`config.mk`:
```
export PLATFORM = sky130hd
export DESIGN_NAME = p_gibbs_scheduler
export DESIGN_NICKNAME = d
export VERILOG_FILES = /design/src/rtl/p_pkg.sv /design/src/rtl/p_lfsr.sv /design/src/rtl/p_gibbs_scheduler.sv
export SDC_FILE = /design/constraint.sdc
export NUM_CORES = 1
export LEC_CHECK = 0
export ABC_AREA = 1
export CAP_MARGIN = 10
export CORE_ASPECT_RATIO = 0.5
export CORE_UTILIZATION = 55
export CTS_BUF_LIST = sky130_fd_sc_hd__clkbuf_4
export DETAILED_ROUTE_END_ITERATION = 10
export PLACE_DENSITY = 0.94
export SLEW_MARGIN = 10
export SYNTH_ARGS = -nofsm -noshare
export SYNTH_HDL_FRONTEND = slang
export SYNTH_SLANG_ARGS = --single-unit
```
`constraint.sdc`:
```
create_clock -name clk -period 6.8 [get_ports clk]
set_input_delay 1.36 -clock clk [delete_from_list [all_inputs] [get_ports clk]]
set_output_delay 1.36 -clock clk [all_outputs]
set_load 0.02 [all_outputs]
```
`src/rtl/p_pkg.sv`:
```
// Shared constants, FSM state type and LFSR step function for the p-bit scheduler family.
package p_pkg;

  localparam int          ACT_W     = 4;
  localparam int          ACT_MAX   = 15;
  localparam int          ACT_BIAS  = 8;
  localparam logic [15:0] LFSR_POLY = 16'hB400;

  typedef enum logic [1:0] {
    IDLE  = 2'd0,
    SWEEP = 2'd1,
    DONE  = 2'd2
  } fsm_t;

  // One step of the right-shifting Galois LFSR.
  function automatic logic [15:0] lfsr_next(input logic [15:0] q);
    return (q >> 1) ^ (q[0] ? LFSR_POLY : 16'h0000);
  endfunction

endpackage

```
`src/rtl/p_lfsr.sv`:
```
// 16-bit Galois LFSR that advances only when enabled; shared by the p-bit schedulers.
module p_lfsr
  import p_pkg::*;
#(
  parameter logic [15:0] SEED = 16'hACE1
) (
  input  logic        clk,
  input  logic        rst,
  input  logic        en,
  output logic [15:0] q
);

  // NOTE: sequential state uses non-blocking assignments so every flop samples pre-edge values.
  always_ff @(posedge clk or posedge rst) begin
    if (rst)     q <= SEED;
    else if (en) q <= lfsr_next(q);
  end

endmodule

```
`src/rtl/p_gibbs_scheduler.sv`:
```
// Sequential Gibbs sampler: visits one p-bit per cycle, compares its activation with an
// LFSR nibble (or applies its clamp) and counts full sweeps until the programmed total.
module p_gibbs_scheduler #(
  parameter int          N_PBITS   = 5,
  parameter int          ACT_W     = p_pkg::ACT_W,
  parameter int          SWEEP_W   = 16,
  parameter logic [15:0] LFSR_SEED = 16'hACE1,
  localparam int         IDX_W     = (N_PBITS > 1) ? $clog2(N_PBITS) : 1
) (
  input  logic                       clk,
  input  logic                       rst,
  input  logic                       start,
  input  logic                       abort,
  input  logic [SWEEP_W-1:0]         n_sweeps,
  input  logic [N_PBITS-1:0]         clamp_mask,
  input  logic [N_PBITS-1:0]         clamp_val,
  input  logic [N_PBITS*ACT_W-1:0]   act_in,
  output logic [N_PBITS-1:0]         state_out,
  output logic [IDX_W-1:0]           upd_idx,
  output logic                       upd_valid,
  output logic [SWEEP_W-1:0]         sweep_cnt,
  output logic                       busy,
  output logic                       done
);

  import p_pkg::*;

  fsm_t               state, state_nx;
  logic [SWEEP_W-1:0] n_lat;
  logic [15:0]        lfsr_q;
  logic [15:ACT_W]    lfsr_unused;
  logic               accept, upd, last_idx, last_sweep;
  logic [SWEEP_W-1:0] sweep_inc;
  logic [ACT_W-1:0]   act_sel;
  logic               clamp_en, clamp_bit, new_bit;
  logic [N_PBITS-1:0] sel;

  // Start and abort together in IDLE is not an accept; abort also cancels the pending update.
  assign accept     = (state == IDLE) && start && !abort;
  assign upd        = (state == SWEEP) && !abort;
  assign last_idx   = (upd_idx == IDX_W'(N_PBITS - 1));
  assign sweep_inc  = sweep_cnt + 1'b1;
  assign last_sweep = last_idx && (sweep_inc == n_lat);

  assign upd_valid  = upd;
  assign busy       = (state == SWEEP);
  assign done       = (state == DONE);

  p_lfsr #(.SEED(LFSR_SEED)) u_lfsr (
    .clk (clk),
    .rst (rst),
    .en  (upd),
    .q   (lfsr_q)
  );

  // Upper LFSR bits are held in reserve for wider activation formats.
  assign lfsr_unused = lfsr_q[15:ACT_W];

  always_ff @(posedge clk or posedge rst) begin
    if (rst) state <= IDLE;
    else     state <= state_nx;
  end

  // NOTE: every always_comb output gets a default first so no latch can be inferred.
  always_comb begin
    state_nx = state;
    unique case (state)
      IDLE:    if (accept) state_nx = (n_sweeps == '0) ? DONE : SWEEP;
      SWEEP:   if (abort) state_nx = IDLE;
               else if (last_sweep) state_nx = DONE;
      DONE:    state_nx = IDLE;
      default: state_nx = IDLE;
    endcase
  end

  // Select the visited p-bit's activation and clamp, then form its new value.
  always_comb begin
    act_sel   = '0;
    clamp_en  = 1'b0;
    clamp_bit = 1'b0;
    sel       = '0;
    for (int k = 0; k < N_PBITS; k++) begin
      if (upd_idx == IDX_W'(k)) begin
        act_sel   = act_in[k*ACT_W +: ACT_W];
        clamp_en  = clamp_mask[k];
        clamp_bit = clamp_val[k];
        sel[k]    = 1'b1;
      end
    end
    new_bit = clamp_en ? clamp_bit : (act_sel > lfsr_q[ACT_W-1:0]);
  end

  always_ff @(posedge clk or posedge rst) begin
    if (rst) begin
      state_out <= '0;
      upd_idx   <= '0;
      sweep_cnt <= '0;
      n_lat     <= '0;
    end else if (accept) begin
      n_lat     <= n_sweeps;
      sweep_cnt <= '0;
      upd_idx   <= '0;
    end else if (upd) begin
      state_out <= (state_out & ~sel) | ({N_PBITS{new_bit}} & sel);
      if (last_idx) begin
        upd_idx   <= '0;
        sweep_cnt <= sweep_inc;
      end else begin
        upd_idx   <= upd_idx + 1'b1;
      end
    end
  end

endmodule

```
==> images/met3.png <==
Scale: 6 px per um.
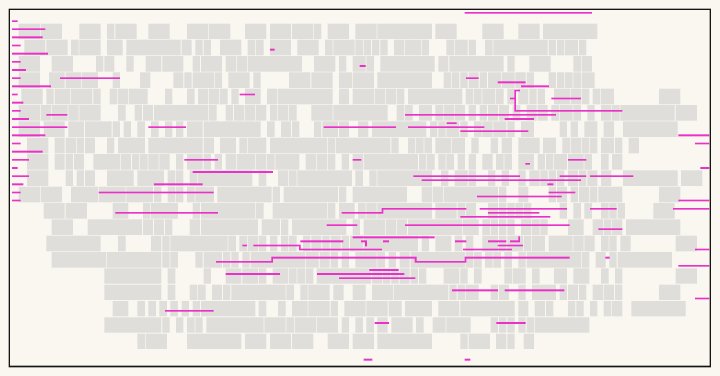
The layer holds 7.4% of the routed length. The wires run mostly horizontal.

==> images/clock_map.png <==
Scale: 4 px per um.
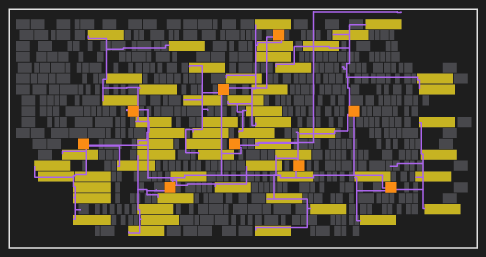
Yellow shows flip-flops, count 58. Orange shows cells driving clock nets, count 9. Purple shows clock wires, length 784 um.
Position of the flops: all over the die. There are 10 routed clock nets.

==> images/density.png <==
Scale: 4 px per um. 12 x 6 tiles, from white (low) to dark blue (high), 0 to 100% covered.
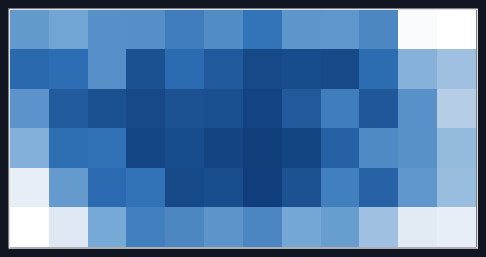
The fullest tile reaches 94%. 40% of the tiles are over 75% full. The mean over all tiles is 64%. 2.8% of the tiles are nearly empty. The densest ninth of the die: center.

==> images/met1.png <==
Scale: 3 px per um. Supply wires on this layer in gray.
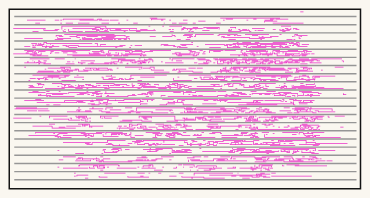
The layer holds 43% of the routed length. The layer carries 3950 um of wire. 587 nets have wire on it. The longest straight run is 19.8 um.

==> images/final_clocks.png <==
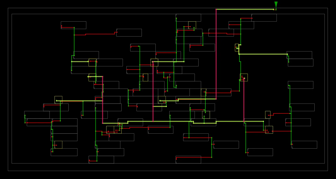
clock buffer count: 12
clock sinks: 58
P_clk: 212 uW

==> Slide: Implementation Results <==
Key Metrics from the Run

Critical path
  – Worst EP required: 5.44 ns
  – Slowest stage delay, CP: 0.68 ns
  – Crit Path Category: in2out
  – Delay-heaviest family, CP: buffers and inverters
  – Critical Path Start Type: input pin
  – Crit. End Element: output pin

Job
  – Max Cap Viol: 0
  – Tool Warnings: 29

STA
  – Fin Hold WS: 0.467 ns
  – Slew Viols, Final: 0
  – Final WS setup: 2.27 ns
  – Least-Margin Pin Slew: 0.715 ns
  – Max_slew headroom: 52.3%
  – Fmax: 0.221 GHz
  – Hold Violations, Final: 0

Clock tree
  – Clock slew at reported path FFs: 0.09 ns
  – CTS buffer count: 9
  – H-tree depth: 3
  – CTS tree: done
  – CTS max path bufs: 2

Power
  – Internal power: 865 uW
  – Seq. pwr: 577 uW
  – Worst VDD drop: 218 uV
  – Power consumption: 1.55 mW

Yosys
  – Top_reg_cell synth: dfrtp_1
  – Post-Syn Instances: 513
  – Seq share, synth: 40.5%
  – Area share, top type: 34.6%
  – Area leader, netlist: dfrtp_1
  – Synth flops: 58
  – Synth Cell Area: 3610 um^2
  – Basic Gates by Area: 35.3%
  – Flip-flops with a built-in enable: 0
  – Ys cells: 513
  – Most frequent cell after synthesis: nand2_1
  – Unique masters post-synth: 31

Final layout
  – Ant diodes: 0
  – # nets final: 650

Status
  – Status: completed

Placed design
  – Placed Cells: 667

Floorplanning
  – FP Core Util: 58.2%
  – Die area: 6920 um^2
  – Num ports: 77

Routing
  – DR iter-0 viols: 334
==> tightest hold or removal path, delay by kind of cell, from the launching register on <==
kind             cells  cell delay [ns]
and+or+nand+nor      2             0.10
DFF                  1             0.37
==> worst paths after layout <==
| kind | startpoint | endpoint | slack [ns] | cells after the start |
|---|---|---|---|---|
| max | abort | upd_valid | 2.27 | 6 |
| min | u_lfsr.q[7] | u_lfsr.q[6] | 0.47 | 2 |
| max reg2reg | upd_idx[0] | flip-flop | 3.78 | 17 |
| min reg2reg | u_lfsr.q[7] | u_lfsr.q[6] | 0.47 | 2 |
| max in group asynchronous | rst | u_lfsr.q[12] | 4.85 | 3 |
| min in group asynchronous | rst | sweep_cnt[7] | 1.48 | 3 |
==> kinds of logic after synthesis <==
logic type,count (synthesis)
AND/OR/NAND/NOR,286
buffers and inverters,83
AND-OR/OR-AND,73
flip-flops,58
adder cells (fa/ha/maj),10
XOR/XNOR,3
==> state kept, by name, indices dropped and copies added, names as in the netlist, named ones only <==
register / cells
state: 2
u_lfsr.q: 16
sweep_cnt: 16
n_lat: 16
upd_idx: 3
==> routing by layer <==
layer | global-route usage [%] | wire, um | vias up
li1 | - | - | 1825
met1 | 36.3 | 3950 | 1722
met2 | 46.7 | 4240 | 151
met3 | 6.85 | 672 | 28
met4 | 12.8 | 253 | 0
met5 | 0 | 0 | -
==> cell usage in the layout (no fill, tap or decap), drive strengths merged, types with 8 or more instances in the layout <==
cell type,instances
inv,69
nand4,14
o22ai,8
nand3b,9
nor2,41
ha,10
dfstp,8
dfrtp,50
nand3,49
o21ai,48
clkdlybuf4s50,76
nand2,170
clkbuf,12
==> layout make-up <==
cell class	count	area, um^2
tap	88	110
sequential	58	1460
timing repair buffer	78	776
inverter	71	267
fill	487	1650
clock inverter	4	18.8
clock buffer	12	90.1
multi-input combinational	372	1840
Power and IR drop assume default switching activity.
